Run 1, gate families picked out:
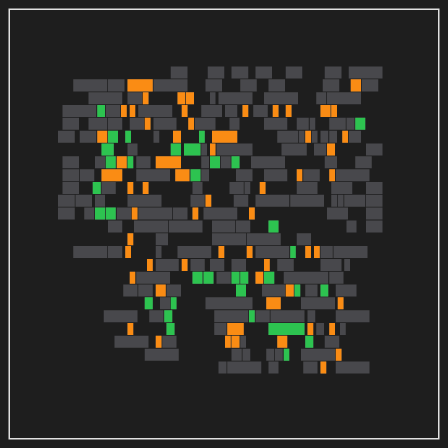
Run 1, signal wires by layer:
The bar under the picture is 20 um long. Only two layers are drawn.
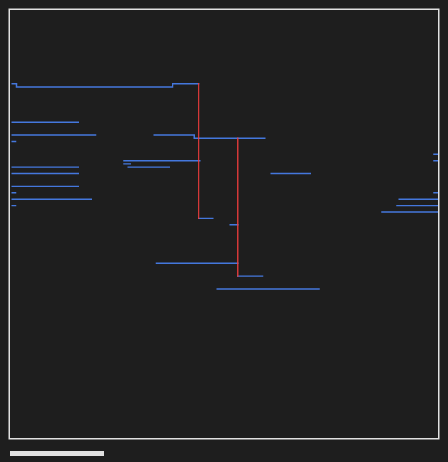
Run 1, cells coloured by class:
The bar under the picture is 20 um long.
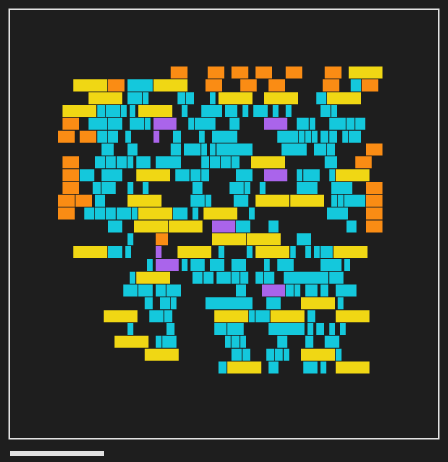
Run 1, sequential cells coloured by netlist name:
The bar under the picture is 20 um long. Other sequential cells in the stronger grey, the rest of the logic in the fainter grey.
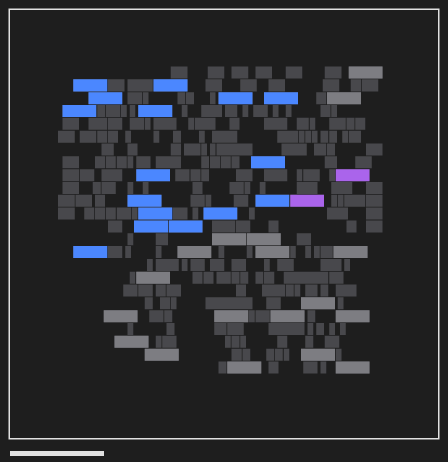
<file path="src/rtl/sim_ctrl_pkg.sv">
// Shared types and default parameters for the simulation run sequencer.
package sim_ctrl_pkg;

    typedef enum logic [1:0] {
        IDLE = 2'd0,
        RSTH = 2'd1,
        RUN  = 2'd2,
        DONE = 2'd3
    } run_state_e;

    typedef enum logic [1:0] {
        ST_NONE    = 2'd0,
        ST_PASS    = 2'd1,
        ST_TIMEOUT = 2'd2,
        ST_ABORT   = 2'd3
    } run_status_e;

    localparam int unsigned DEF_RESET_CYCLES = 2;
    localparam int unsigned DEF_MAX_CYCLES   = 11;
    localparam int unsigned DEF_CNT_W        = 16;

endpackage

</file>
<file path="src/rtl/sat_cycle_counter.sv">
// Clear/enable up-counter that saturates at all-ones and flags a fixed terminal count.
module sat_cycle_counter #(
    parameter int unsigned Width    = 16,
    parameter int unsigned Terminal = 1
) (
    input  logic             clk_i,
    input  logic             rst_i,
    input  logic             clr_i,
    input  logic             en_i,
    output logic [Width-1:0] cnt_o,
    output logic             at_tc_o
);

    logic [Width-1:0] cnt_q, cnt_d;

    always_comb begin
        cnt_d = cnt_q;
        if (clr_i) begin
            cnt_d = '0;
        end else if (en_i && (cnt_q != '1)) begin
            cnt_d = cnt_q + Width'(1);
        end
    end

    always_ff @(posedge clk_i) begin
        if (rst_i) begin
            cnt_q <= '0;
        end else begin
            cnt_q <= cnt_d;
        end
    end

    assign cnt_o   = cnt_q;
    assign at_tc_o = (cnt_q == Width'(Terminal));

endmodule

</file>
<file path="src/rtl/sim_run_controller.sv">
// Run sequencer: holds the DUT in reset, enables it, and ends the run on done, budget or abort.
module sim_run_controller
    import sim_ctrl_pkg::*;
#(
    parameter int unsigned RESET_CYCLES = DEF_RESET_CYCLES,
    parameter int unsigned MAX_CYCLES   = DEF_MAX_CYCLES,
    parameter int unsigned CNT_W        = DEF_CNT_W
) (
    input  logic             clock,
    input  logic             reset,
    input  logic             start,
    input  logic             abort,
    input  logic             dut_done,
    output logic             dut_reset,
    output logic             dut_run,
    output logic             busy,
    output logic             status_valid,
    output logic             pass,
    output logic             timeout,
    output logic             aborted,
    output logic [CNT_W-1:0] cycle_count
);

    if (RESET_CYCLES < 1 || MAX_CYCLES < 1 ||
        64'(MAX_CYCLES) >= (64'd1 << CNT_W)) begin : gen_param_err
        $error("sim_run_controller: illegal RESET_CYCLES/MAX_CYCLES/CNT_W combination");
    end

    run_state_e  state_q, state_d;
    run_status_e status_q, status_d;

    logic             cnt_clr;
    logic             rst_cnt_en, run_cnt_en;
    logic             rst_at_tc, run_at_tc;
    logic [CNT_W-1:0] rst_cnt;
    logic             unused_rst_cnt;

    assign unused_rst_cnt = ^rst_cnt;
    assign rst_cnt_en     = (state_q == RSTH);
    assign run_cnt_en     = (state_q == RUN);

    always_comb begin
        state_d  = state_q;
        status_d = status_q;
        cnt_clr  = 1'b0;
        unique case (state_q)
            IDLE, DONE: begin
                // Restart from DONE skips IDLE; both clear counters and status.
                if (start) begin
                    state_d  = RSTH;
                    status_d = ST_NONE;
                    cnt_clr  = 1'b1;
                end
            end
            RSTH: begin
                if (abort) begin
                    state_d  = DONE;
                    status_d = ST_ABORT;
                end else if (rst_at_tc) begin
                    state_d = RUN;
                end
            end
            RUN: begin
                // The run counter increments on every RUN cycle, including the final one.
                if (dut_done) begin
                    state_d  = DONE;
                    status_d = ST_PASS;
                end else if (abort) begin
                    state_d  = DONE;
                    status_d = ST_ABORT;
                end else if (run_at_tc) begin
                    state_d  = DONE;
                    status_d = ST_TIMEOUT;
                end
            end
            default: state_d = IDLE;
        endcase
    end

    always_ff @(posedge clock) begin
        if (reset) begin
            state_q  <= IDLE;
            status_q <= ST_NONE;
        end else begin
            state_q  <= state_d;
            status_q <= status_d;
        end
    end

    sat_cycle_counter #(
        .Width    (CNT_W),
        .Terminal (RESET_CYCLES - 1)
    ) u_rst_cnt (
        .clk_i   (clock),
        .rst_i   (reset),
        .clr_i   (cnt_clr),
        .en_i    (rst_cnt_en),
        .cnt_o   (rst_cnt),
        .at_tc_o (rst_at_tc)
    );

    sat_cycle_counter #(
        .Width    (CNT_W),
        .Terminal (MAX_CYCLES - 1)
    ) u_run_cnt (
        .clk_i   (clock),
        .rst_i   (reset),
        .clr_i   (cnt_clr),
        .en_i    (run_cnt_en),
        .cnt_o   (cycle_count),
        .at_tc_o (run_at_tc)
    );

    assign dut_reset    = (state_q == IDLE) || (state_q == RSTH);
    assign dut_run      = (state_q == RUN);
    assign busy         = (state_q == RSTH) || (state_q == RUN);
    assign status_valid = (state_q == DONE);
    assign pass         = (status_q == ST_PASS);
    assign timeout      = (status_q == ST_TIMEOUT);
    assign aborted      = (status_q == ST_ABORT);

endmodule

</file>
<file path="config.mk">
export PLATFORM = sky130hd
export DESIGN_NAME = sim_run_controller
export DESIGN_NICKNAME = d
export VERILOG_FILES = /design/src/rtl/sim_ctrl_pkg.sv /design/src/rtl/sat_cycle_counter.sv /design/src/rtl/sim_run_controller.sv
export SDC_FILE = /design/constraint.sdc
export NUM_CORES = 1
export LEC_CHECK = 0
export ABC_CLOCK_PERIOD_IN_PS = 5100
export CAP_MARGIN = 40
export CORE_MARGIN = 10
export CORE_UTILIZATION = 40
export DETAILED_ROUTE_END_ITERATION = 8
export SLEW_MARGIN = 20
export SYNTH_ARGS = -nofsm -noshare
export SYNTH_HDL_FRONTEND = slang
export SYNTH_SLANG_ARGS = --single-unit
export TNS_END_PERCENT = 50
</file>
<file path="constraint.sdc">
create_clock -name clock -period 5.1 [get_ports clock]
set_clock_uncertainty 0.05 [all_clocks]
set_input_delay 1.53 -clock clock [delete_from_list [all_inputs] [get_ports clock]]
set_output_delay 1.53 -clock clock [all_outputs]
set_load 0.02 [all_outputs]
</file>
==> notes.md, run 1 <==
run results: area fraction in full adders, half adders and majority gates 4.99%, worst r2r dst u_run_cnt.cnt_o[5], combinational power share 36.2%, R2R Setup Slk between 2000 and 3000 ps, routed via count 1,677, Largest Pwr Group registers, clock network power share between 20 and 30%, accumulated negative setup slack 0 ps, Tightest Pin Transition 632 ps, xor+xnor area frac 10.5%, internal power consumption 544 uW, clock tree sinks 36, clock tree buffer depth 2, Avg Cell Area, Syn 8.91 um2, peak supply drop 0.000199 V, yosys cell count 225, top-level I/O count 28, Worst EP required 3520 ps, number of nets with antenna violations after detailed routing 0, Yosys Warn Count 0, Synth Flop Type sky130_fd_sc_hd__dfxtp_1, top layer in use met4, met2 Use GR roughly 17%, met3 Track Usage GR under 10%, tally of max-capacitance violations 0, number of flops mapped to enable cells by yosys 0, fraction of layout cells with a size suffix above 1 8.59%, Antenna Cells 0, Met3 Routed Length 271 um, run status finished clean, Post-CTS Repair Setup Buffers 0, Final Power 842 uW, headroom to the max-slew limit 57.8%, post-route DRC violation count 0, CP peak stage delay approximately 540 ps, worst setup path category flop to output pin, most common cell after layout, fill and taps aside sky130_fd_sc_hd__nor2_1
About 'gate families picked out':
- orange: NOR gates (cells 60; most used nor2_1)
- green: NAND gates (cells 34; most used nand4_1)

About 'signal wires by layer':
- red: met4 (wire length 57.8 um)
- blue: met3 (wire length 271 um)

About 'cells coloured by class':
- yellow: flip-flops (cells 36)
- orange: other buffers and delay cells (cells 28)
- cyan: all other logic (cells 184)
- purple: clock drivers and dummy loads (cells 8)

About 'sequential cells coloured by netlist name':
- purple: state_q (flops 2)
- blue: u_run_cnt.cnt_o (flops 16)
- not coloured: 18

## run 1: area by class of cell
| cell class | instances | area (um2) |
|---|---|---|
| clock buffer | 8 | 90.1 |
| fill | 474 | 2360 |
| inverter | 11 | 41.3 |
| multi-input combinational | 173 | 1210 |
| sequential | 36 | 721 |
| tap | 67 | 83.8 |
| timing repair buffer | 28 | 278 |
## run 1: through the flow
stage               instances  worst slack, ps
detailed placement        315             1650
CTS                       323             1590
global route              323             1530
finish                    323             1610
floorplan                 225             2470
global placement          315             1680
## run 1: sequential cells by signal, summed over array words and instances, names as in the netlist
register         count
u_run_cnt.cnt_o     16
state_q              2
status_q             2
u_rst_cnt.cnt_o     16
## Run 2: what changed since run 1
--- a/config.mk
+++ b/config.mk
@@ -5,7 +5,7 @@
 export SDC_FILE = /design/constraint.sdc
 export NUM_CORES = 1
 export LEC_CHECK = 0
-export ABC_CLOCK_PERIOD_IN_PS = 5100
+export ABC_CLOCK_PERIOD_IN_PS = 3200
 export CAP_MARGIN = 40
 export CORE_MARGIN = 10
 export CORE_UTILIZATION = 40
==> constraint.sdc (replaced) <==
create_clock -name clock -period 3.2 [get_ports clock]
set_clock_uncertainty 0.05 [all_clocks]
set_input_delay 0.96 -clock clock [delete_from_list [all_inputs] [get_ports clock]]
set_output_delay 0.96 -clock clock [all_outputs]
set_load 0.02 [all_outputs]
==> run 2 against run 1 <==
Total power grew 62%. Largest power group unchanged. Synthesized cell count is the same. Critical path depth unchanged. Cell area is 0.31% higher. Count of clock-buffer cells in the layout down 2. Flip-flop count stayed put. Combinational power is 61% higher. Core utilization is 0.16 points higher.
==> notes.md, run 2 <==
run results: proportion of final cell area spent on non-clock buffers 11.4% (-0.035 points), run status finished clean, Met3 Routed Length 216 um (-20%), final-layout fill cell count 469 (-1.1%), post-route DRC violation count 0 (unchanged), accumulated negative setup slack 0 ps (unchanged), DP Worst Slack 597 ps (-1060 ps), fraction of area in clock buffers and inverters 4.01% (+0.30 points), combinational share of cell area 49.9% (-0.15 points), R2R Setup Slk 1140 ps (-1700 ps), Final Power 1.36 mW (+62%), clock network power share 25.8% (+0.8 points), number of flops mapped to enable cells by yosys 0 (unchanged), number of multi-input combinational cells 173 (unchanged), number of nets with antenna violations after detailed routing 0 (unchanged), Storage cell area 721 um2 (unchanged), peak supply drop 0.000284 V (+42%), top layer in use met4, worst setup path category flop to output pin, Yosys Warn Count 0 (unchanged), largest contributor to cell area by class combinational gates, Synth Flop Type sky130_fd_sc_hd__dfxtp_1, smallest setup slack after layout 284 ps (-1330 ps), combinational power share 36.0% (-0.2 points), Tightest Pin Transition 545 ps (-87.5 ps), internal power consumption 865 uW (+59%), Post-CTS Repair Setup Buffers 0 (unchanged), fraction of layout cells with a size suffix above 1 9.38% (+0.78 points), Inverters, non-clock 11 (unchanged), Avg Cell Area, Syn 8.91 um2 (unchanged), clock tree sinks 36 (unchanged), flip-flops 36 (unchanged), count of clock buffers in the final design 6 (-2), clock tree buffer depth 2 (unchanged)
-- run 2: cells by family (layout without fill, tap and decap cells) --
kind of cell	count (synthesis)	count (layout)	share of synthesized area (%)
and+or+nand+nor	111	111	31.5
buffers and inverters	16	47	3.43
adders and majority gates	8	8	4.99
DFF	36	36	36.0
AOI/OAI and AO/OA	27	27	12.1
xor gates and xnor gates	24	24	10.5
muxes	3	3	1.50
-- run 2: metal layers --
layer  vias to the layer above  track usage, %
li1                        862               -
met1                       764            13.9
met2                        24            18.1
met3                         8            3.82
met4                         0            5.09
met5                         -               0
-- run 2: power groups by stage --
stage	registers [mW]	clock network, mW	logic, mW
after floorplan	0.530	0	0.334
after global placement	0.529	0	0.486
after detailed placement	0.531	0	0.489
after CTS	0.521	0.364	0.498
after global routing	0.529	0.381	0.546
final	0.520	0.353	0.491
Run 2, cells coloured by class:
The bar under the picture is 20 um long.
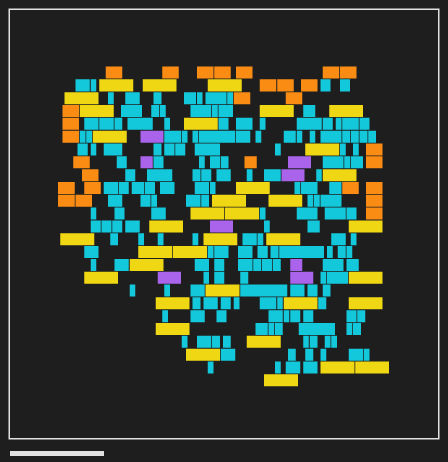
- purple: clock drivers and dummy loads (cells 8)
- cyan: all other logic (cells 184)
- yellow: flip-flops (cells 36)
- orange: other buffers and delay cells (cells 28)
Core ar.: 4790 um2
final core occ: 50.9%
# rows: 25
sequential share of cell area: 29.6%

Run 2, signal wires by layer:
The bar under the picture is 20 um long. Only two layers are drawn.
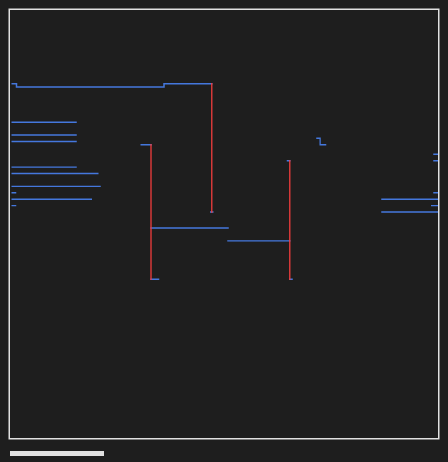
- red: met4 (wire length 80.9 um)
- blue: met3 (wire length 217 um)

Run 2, gate families picked out:
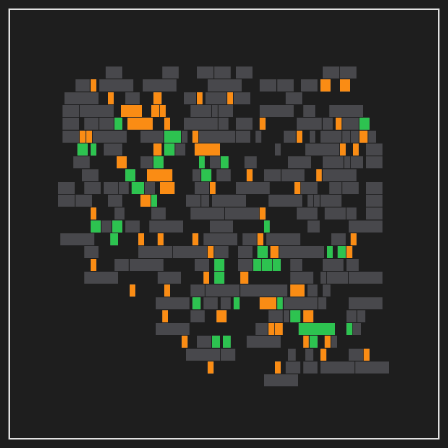
- orange: NOR gates (cells 60; most used nor2_1)
- green: NAND gates (cells 34; most used nand4_1)
most common cell after layout, fill and taps aside: sky130_fd_sc_hd__nor2_1
number of non-filler instances in the completed layout: 323

## Run 3: what changed since run 2
--- a/config.mk
+++ b/config.mk
@@ -10,7 +10,7 @@
 export CORE_MARGIN = 10
 export CORE_UTILIZATION = 40
 export DETAILED_ROUTE_END_ITERATION = 8
-export SLEW_MARGIN = 20
+export PLACE_DENSITY = 0.62
 export SYNTH_ARGS = -nofsm -noshare
 export SYNTH_HDL_FRONTEND = slang
 export SYNTH_SLANG_ARGS = --single-unit
==> run 3 against run 2 <==
Synthesized cell count did not move. Combinational power barely moved. Count of clock-buffer cells in the layout rose by 2. Critical path depth did not move. Setup slack improved by 14 ps. Clock power fell by 6.2%. Die size did not move. Via count barely moved.
==> notes.md, run 3 <==
run results: xor+xnor area frac 10.5% (unchanged), peak supply drop 0.000295 V (+3.8%), Inverters, non-clock 11 (unchanged), proportion of final cell area spent on non-clock buffers 11.7% (+0.31 points), Port Buffer Count 27, main logic family after synthesis simple AND/OR/NAND/NOR gates, Avg Cell Area, Syn 8.91 um2 (unchanged), Yosys Warn Count 0 (unchanged), # rows 25 (unchanged), number of multi-input combinational cells 173 (unchanged), static leakage 0.802 nW, yosys cell count 225, met3 Track Usage GR 4.74% (+0.91 points), area fraction in full adders, half adders and majority gates 4.99% (unchanged), run status finished clean, Core ar. 4790 um2 (unchanged), met2 Use GR 17.1% (-1.1 points), Storage cell area 721 um2 (unchanged), sequential share of cell area 29.6% (unchanged), count of clock buffers in the final design 8 (+2), main area contributors sky130_fd_sc_hd__dfxtp_1 (36%), sky130_fd_sc_hd__nor2_1 (7.5%), sky130_fd_sc_hd__xor2_1 (6.6%), share of synthesized cell area in and-or and or-and compound cells 12.1% (unchanged), clock tree buffer depth 2 (unchanged), number of flops mapped to enable cells by yosys 0 (unchanged), worst setup path category flop to output pin, most common cell after layout, fill and taps aside sky130_fd_sc_hd__nor2_1, fraction of layout cells with a size suffix above 1 8.95% (-0.43 points), final-layout fill cell count 470 (+0.21%), Tightest Pin Transition 563 ps (+18.2 ps), P&R area growth vs syn 21.5%, most utilized layer in the global route result met2, area fraction in and, or, nand and nor cells 31.5% (unchanged), R2R Setup Slk 1100 ps (-40 ps), number of nets with antenna violations after detailed routing 0 (unchanged), Post-CTS Repair Setup Buffers 0 (unchanged), fraction of area in clock buffers and inverters 3.70% (-0.31 points), Register-to-Register Path Depth 7
## run 3: per-stage QoR
step                      total power, mW  worst slack [ps]  hold WS (ps)  instance area [um2]  utilization (%)
final                                1.34               298           443                 2440             50.9
after detailed placement             1.03               596           441                 2350             49.0
after global routing                 1.44               175           497                 2440             50.9
after floorplan                     0.864              1140           407                 2000                -
after global placement               1.02               635           437                 2350             49.0
after CTS                            1.36               285           451                 2440             50.9
## run 3: report_power, final
group | leakage, nW | total (mW) | switching [mW] | internal (mW)
clock | 0.0455 | 0.331 | 0.155 | 0.176
combinational | 0.466 | 0.493 | 0.281 | 0.212
sequential | 0.291 | 0.521 | 0.0378 | 0.483
## run 3: per-layer routing
layer	wire (um)	up-vias
met5	0	-
met4	37	0
met3	281	4
met2	1860	28
met1	2240	762
li1	-	865
Run 3, cells coloured by class:
The bar under the picture is 20 um long.
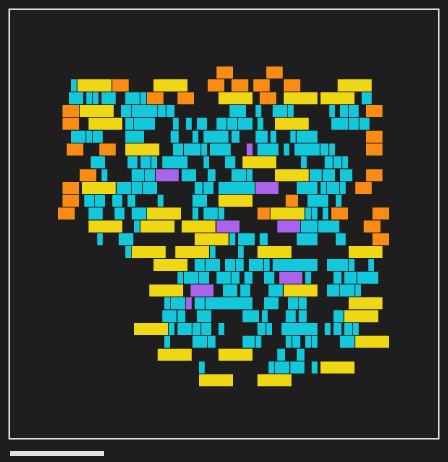
- orange: other buffers and delay cells (cells 29)
- cyan: all other logic (cells 184)
- yellow: flip-flops (cells 36)
- purple: clock drivers and dummy loads (cells 8)

Run 3, signal wires by layer:
The bar under the picture is 20 um long. Only two layers are drawn.
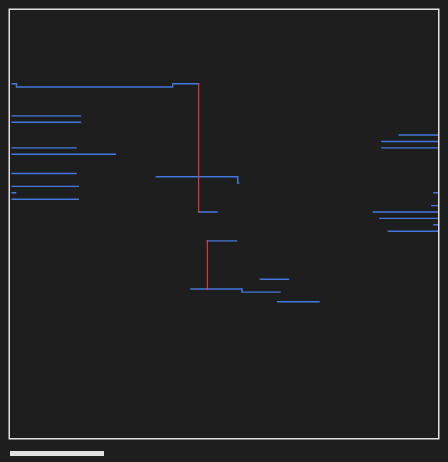
- blue: met3 (wire length 281 um)
- red: met4 (wire length 37.4 um)
routed via count: 1,659
drt wl/cell: 13.6 um
total global-route track usage: 11.5%
post-detailed-routing wire length: 4420 um

Run 3, gate families picked out:
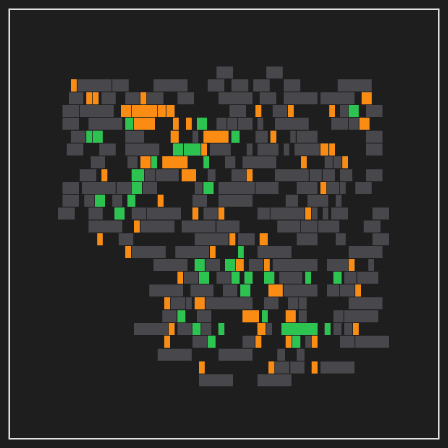
- green: NAND gates (cells 34; most used nand4_1)
- orange: NOR gates (cells 60; most used nor2_1)
number of non-filler instances in the completed layout: 324
combinational share of cell area: 49.9%

No activity file was given, so power comes from the tool's default toggle rates.
